### config.mk
export PLATFORM = sky130hd
export DESIGN_NAME = inst_fetch
export DESIGN_NICKNAME = d
export VERILOG_FILES = /design/src/rtl/inst_fetch_pkg.sv /design/src/rtl/inst_fetch_npc.sv /design/src/rtl/inst_fetch.sv
export SDC_FILE = /design/constraint.sdc
export NUM_CORES = 1
export LEC_CHECK = 0
export ABC_CLOCK_PERIOD_IN_PS = 9000
export CORE_AREA = 2 2 123 125
export CTS_CLUSTER_DIAMETER = 60
export CTS_CLUSTER_SIZE = 24
export DETAILED_ROUTE_END_ITERATION = 7
export DIE_AREA = 0 0 125 127
export PLACE_DENSITY = 0.86
export SLEW_MARGIN = 40
export SYNTH_ARGS = -nofsm -noshare
export SYNTH_HDL_FRONTEND = slang
export SYNTH_HIERARCHICAL = 1
export SYNTH_SLANG_ARGS = --single-unit
### constraint.sdc
create_clock -name clk -period 9 [get_ports clk]
set_input_delay 1.8 -clock clk [delete_from_list [all_inputs] [get_ports clk]]
set_output_delay 1.8 -clock clk [all_outputs]
set_load 0.01 [all_outputs]
### src/rtl/inst_fetch_pkg.sv
// Shared definitions for the instruction-fetch stage: reset vector, the
// Jump/Branch encodings also driven by the control decoder, and target helpers.
package inst_fetch_pkg;

   localparam int unsigned XLEN     = 32;
   localparam logic [31:0] RESET_PC = 32'h0000_3000;

   // Encodings are shared with the central decoder; value 3 is reserved and acts as "none"
   localparam logic [1:0] JUMP_NONE  = 2'd0;
   localparam logic [1:0] JUMP_IMM26 = 2'd1;
   localparam logic [1:0] JUMP_REG   = 2'd2;

   localparam logic [1:0] BR_NONE = 2'd0;
   localparam logic [1:0] BR_BEQ  = 2'd1;
   localparam logic [1:0] BR_BNE  = 2'd2;

   function automatic logic [31:0] branchOffset(input logic [15:0] imm16);
      return {{14{imm16[15]}}, imm16, 2'b00};
   endfunction

   function automatic logic [31:0] jumpTarget(input logic [3:0] region, input logic [25:0] index);
      return {region, index, 2'b00};
   endfunction

   function automatic logic [31:0] regTarget(input logic [31:0] rsData);
      return {rsData[31:2], 2'b00};
   endfunction

endpackage

### src/rtl/inst_fetch_npc.sv
// Combinational next-PC selection: register jump, immediate jump, taken
// branch or fall-through, plus a flag for a misaligned register target.
module npc_calc
   import inst_fetch_pkg::*;
(
   input  logic [31:0] i_pcPlus4,
   input  logic [25:0] i_instIndex,
   input  logic [1:0]  i_jump,
   input  logic [1:0]  i_branch,
   input  logic        i_zero,
   input  logic [31:0] i_rsData,
   output logic [31:0] o_nextPc,
   output logic        o_misalign
);

   logic        w_takeBranch;
   logic [31:0] w_branchTarget;

   assign w_takeBranch   = ((i_branch == BR_BEQ) &&  i_zero) ||
                           ((i_branch == BR_BNE) && !i_zero);
   assign w_branchTarget = i_pcPlus4 + branchOffset(i_instIndex[15:0]);

   // Jump decides first; the reserved jump code falls through to branch handling
   always_comb begin
      o_nextPc   = i_pcPlus4;
      o_misalign = 1'b0;
      case (i_jump)
         JUMP_IMM26: o_nextPc = jumpTarget(i_pcPlus4[31:28], i_instIndex);
         JUMP_REG: begin
            o_nextPc   = regTarget(i_rsData);
            o_misalign = |i_rsData[1:0];
         end
         default: begin
            if (w_takeBranch) begin
               o_nextPc = w_branchTarget;
            end
         end
      endcase
   end

endmodule

### src/rtl/inst_fetch.sv
// Instruction-fetch stage: req/ack fetch from instruction memory, holds the
// instruction for decode until retired, then advances the PC.
module inst_fetch
   import inst_fetch_pkg::*;
(
   input  logic        clk,
   input  logic        rstn,
   output logic        imem_req,
   output logic [31:0] imem_addr,
   input  logic        imem_ack,
   input  logic [31:0] imem_rdata,
   output logic [31:0] inst,
   output logic        inst_valid,
   input  logic        inst_ready,
   input  logic [1:0]  Jump,
   input  logic [1:0]  Branch,
   input  logic        zero,
   input  logic [31:0] rs_data,
   output logic [31:0] pc,
   output logic [31:0] pc_plus4,
   output logic        fetch_err,
   output logic [31:0] inst_count
);

   typedef enum logic [1:0] {
      IDLE = 2'd0,
      REQ  = 2'd1,
      HOLD = 2'd2
   } state_t;

   state_t      r_state;
   state_t      w_nextState;
   logic [31:0] r_pc;
   logic [31:0] r_inst;
   logic [31:0] r_instCount;
   logic        r_fetchErr;
   logic [31:0] w_pcPlus4;
   logic [31:0] w_nextPc;
   logic        w_misalign;
   logic        w_capture;
   logic        w_retire;

   always_ff @(posedge clk or negedge rstn) begin
      if (!rstn) begin
         r_state <= IDLE;
      end else begin
         r_state <= w_nextState;
      end
   end

   always_comb begin
      w_nextState = r_state;
      case (r_state)
         IDLE:    w_nextState = REQ;
         REQ:     if (imem_ack)   w_nextState = HOLD;
         HOLD:    if (inst_ready) w_nextState = REQ;
         default: w_nextState = IDLE;
      endcase
   end

   // Handshake outputs come from state alone, so no input reaches an output combinationally
   always_comb begin
      imem_req   = 1'b0;
      inst_valid = 1'b0;
      case (r_state)
         REQ:     imem_req   = 1'b1;
         HOLD:    inst_valid = 1'b1;
         default: ;
      endcase
   end

   assign w_capture = (r_state == REQ)  && imem_ack;
   assign w_retire  = (r_state == HOLD) && inst_ready;
   assign w_pcPlus4 = r_pc + 32'd4;

   npc_calc u_npc (
      .i_pcPlus4   (w_pcPlus4),
      .i_instIndex (r_inst[25:0]),
      .i_jump      (Jump),
      .i_branch    (Branch),
      .i_zero      (zero),
      .i_rsData    (rs_data),
      .o_nextPc    (w_nextPc),
      .o_misalign  (w_misalign)
   );

   always_ff @(posedge clk or negedge rstn) begin
      if (!rstn) begin
         r_inst <= '0;
      end else if (w_capture) begin
         r_inst <= imem_rdata;
      end
   end

   always_ff @(posedge clk or negedge rstn) begin
      if (!rstn) begin
         r_pc        <= RESET_PC;
         r_instCount <= '0;
      end else if (w_retire) begin
         r_pc        <= w_nextPc;
         r_instCount <= r_instCount + 32'd1;
      end
   end

   // Sticky until reset so software can poll it long after the offending jr/jalr
   always_ff @(posedge clk or negedge rstn) begin
      if (!rstn) begin
         r_fetchErr <= 1'b0;
      end else if (w_retire && w_misalign) begin
         r_fetchErr <= 1'b1;
      end
   end

   assign imem_addr  = r_pc;
   assign pc         = r_pc;
   assign pc_plus4   = w_pcPlus4;
   assign inst       = r_inst;
   assign fetch_err  = r_fetchErr;
   assign inst_count = r_instCount;

endmodule

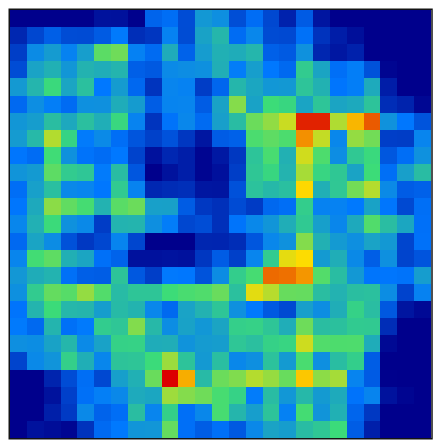
**Above:** routed metal per tile.
The die is cut into 25 by 25 equal tiles; dark blue is low, red is high, scaled to the fullest tile. Values are wire area over tile area, all layers added.
fullest tile	0.77
densest ninth of the die	bottom middle
mean over tiles	0.23
nearly empty tiles	9.6%
tiles over half the peak	13%

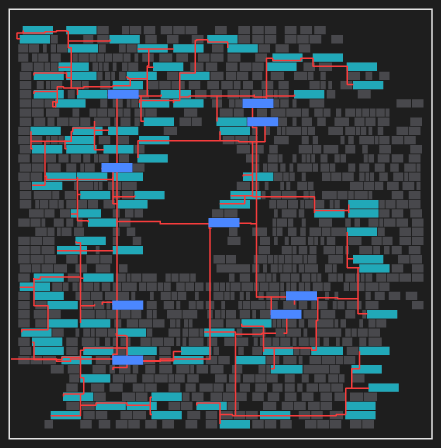
**Above:** clock wires, drivers and flops.
[blue] clock-net drivers | count: 9
[cyan] flip-flops | count: 99
[red] clock wires | length: 1340 um
flops lie	widely spread
routed clock nets	10

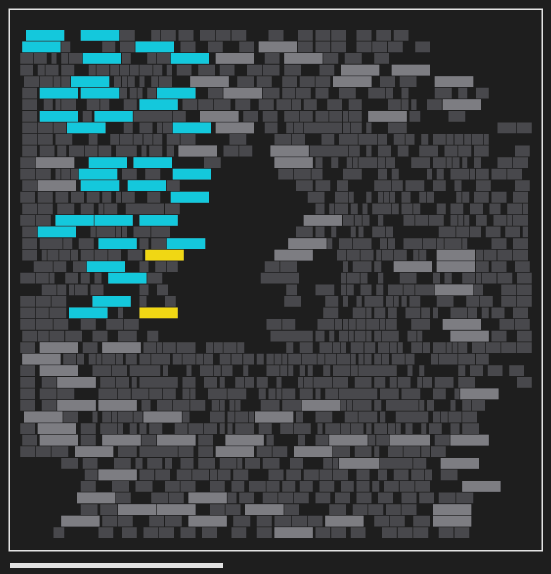
**Above:** where the registers sit.
The bar under the picture is 50 um long. Other sequential cells in the stronger grey, the rest of the logic in the fainter grey.
colour	name in the netlist	flops
yellow	r_state	2
cyan	inst_count	32
not coloured	65

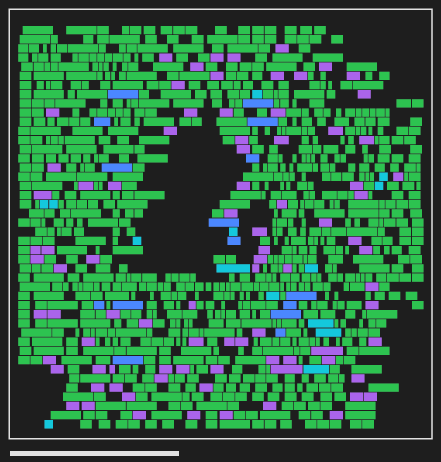
**Above:** sizing map.
The bar under the picture is 50 um long.
colour	size	cells	share	most used
green	x1 and smaller	825	88%	clkdlybuf4s50_1
purple	x2	85	9.1%	mux2_2
cyan	x3 and x4	14	1.5%	buf_4
blue	x6 and larger	15	1.6%	clkbuf_16

==> run notes <==
The synthesis and PnR run went through. Number of warning messages in the yosys log landed at 6. Power consumption landed at 3.61 mW. Summing every instance area after synthesis gives 0.00728 sq mm. Per the post-synthesis report, the nets total 856.

Final sum of negative setup slack landed at 0 ns. The largest individual stage delay along the critical path comes from the cell clkdlybuf4s50_1. The worst setup path is launched from a flip-flop. The share of total power dissipated in combinational logic is 0.656. Final worst-path cycle share landed at 0.527.

Post-synth tally of flip-flops with integrated enable landed at 0. The overall die size recorded for this design is 0.0159 sq mm. Count of inserted antenna diode cells landed at 0. Overflow left after global routing landed at 0. For reference, the top cells by area after synthesis are dfrtp_1 (33%), mux2_2 (10%), xnor2_1 (7.5%).

Once routing completed, OpenROAD measured the worst setup slack at 4.26 ns. Looking at hold timing, the worst path starts from inst_count[31]. Share of async-settable or async-resettable flops after synthesis landed at 1.00. The share of total power dissipated in sequential elements is 0.235. Stage delay of the slowest cell on the critical path landed at 0.62 ns.

The number of warnings reported in the stage logs is 27. Total iterations of the first detailed-routing run landed at 6. The global routing report lists combined usage of all routing layers as 0.271.

Counting pins that exceed their max-slew limit in the final report gives 0. Total CTS buffers landed at 9. STA classifies the critical path endpoint as an output port. During I/O placement, the number of pins put on the boundary was 236. Internal power comes to 2.00 mW.

The flow reported a cell area power density of 371 mW/mm^2. The initial antenna violation count was 1. Standard-cell row count landed at 44. Timing analysis after detailed placement gives a worst setup slack of 4.62 ns.

The switching component of the power was reported as 1.61 mW. Proportion of total power due to net switching landed at 0.446. The run finished with clean final reports. Required time of the critical path landed at 7.20 ns.

From synthesis to final layout, the design area changed by 33.7%. Share of the synthesized area in the top cell type landed at 0.333. Part of the total power dissipated in the clock network landed at 0.109.

Die outline width landed at 125 um. The net count of the finished layout is 1041. Largest fanout of any net on the critical path landed at 8. Leakage power landed at 3.97 nW. Level count of the clock H-tree landed at 3. Total instance count after detailed placement landed at 1107.
[cells in the final DEF (no fill, tap or decap), types with 11 or more instances in the layout]
master           synthesis  routed
mux2_2                  65      65
xnor2_1                 62      62
a21oi_1                 37      37
nand2_1                 78      78
nor2_1                  24      24
nand4_1                 23      23
xor2_1                  22      22
inv_1                   12      12
nand3_1                 28      28
ha_1                    33      32
nor3_1                  11      11
clkdlybuf4s50_1          0     234
a221oi_1                28      28
a31oi_1                 23      23
dfrtp_1                 97      97
a21o_1                  11      11
o21ai_0                 24      23
[per-stage QoR]
stage,hold slack (ns),cell area (sq um)
final,0.482,9740
after global routing,0.500,9740
after CTS,0.478,9730
after detailed placement,0.467,9440
after global placement,0.465,9440
after floorplan,0.497,7280
[flip-flops by register name, summed over array words and instances (netlist names)]
signal and flops:
imem_addr 32, inst 32, inst_count 32, r_state 2, fetch_err 1
[power by group through the flow]
stage | clock, mW | sequential (mW) | combinational (mW)
6_report | 0.393 | 0.849 | 2.37
5_1_grt | 0.418 | 0.874 | 2.54
4_1_cts | 0.398 | 0.842 | 2.35
3_5_place_dp | 0 | 0.849 | 2.32
3_3_place_gp | 0 | 0.837 | 2.30
2_1_floorplan | 0 | 0.851 | 1.48
[layer usage]
layer,wire (um),GRT usage
met5,13,0
met3,1870,0.0666
met2,10400,0.430
met4,544,0.107
met1,9290,0.360
[final timing paths]
kind,to,slack (ns),depth (start not counted)
worst max-delay path,pc_plus4[31],4.26,5
worst min-delay path,inst_count[31],0.48,1
worst max register to register,imem_addr[31],4.54,15
worst min register to register,inst_count[31],0.48,1
max in group asynchronous,inst[0],6.64,2
min in group asynchronous,inst[30],1.42,1
[worst max-delay path, delay by kind of cell, from the launching register on]
kind                      cells  cell delay (ns)
and+or+nand+nor               3             1.17
buffers and inverters         1             0.62
DFF                           1             0.49
xor gates and xnor gates      1             0.30
[cells by family (layout without fill, tap and decap cells)]
family          after synthesis  count (layout)  synth area share
xor+xnor                     84              84             0.101
buf+inv                      80             270            0.0720
simple gates                216             216             0.161
fa+ha+maj                    34              34            0.0595
compound gates              167             167             0.160
flops                        99              99             0.341
mux                          69              69             0.106
[cells in the mapped netlist (all sizes together) (2+ instances only)]
cell type	number
o21a	6
a2111oi	3
nand2b	5
and3	10
and2	3
dfstp	2
a31oi	23
inv	12
nor4	5
and4	9
xor2	22
ha	33
o211ai	3
o311ai	2
a41oi	2
nand3	28
nor2b	3
nand4	26
nand4b	3
xnor2	62
a21o	12
a22oi	2
buf	49
a21oi	38
mux2i	4
nor2	24
o21ai	27
a221oi	28
o21bai	4
a211oi	4
a21boi	2
clkbuf	19
nor3b	2
nor3	12
dfrtp	97
mux2	65
nand3b	3
nand2	79
[cell type report]
class / count / area [sq um]
well taps: 184 / 230
repair buffers: 242 / 2410
flip-flops and latches: 99 / 2480
inverters: 12 / 45.0
clock buffers: 10 / 239
clock inverters: 6 / 53.8
fillers: 1126 / 4690
multi-input cells: 570 / 4280
Power and IR drop assume default switching activity.
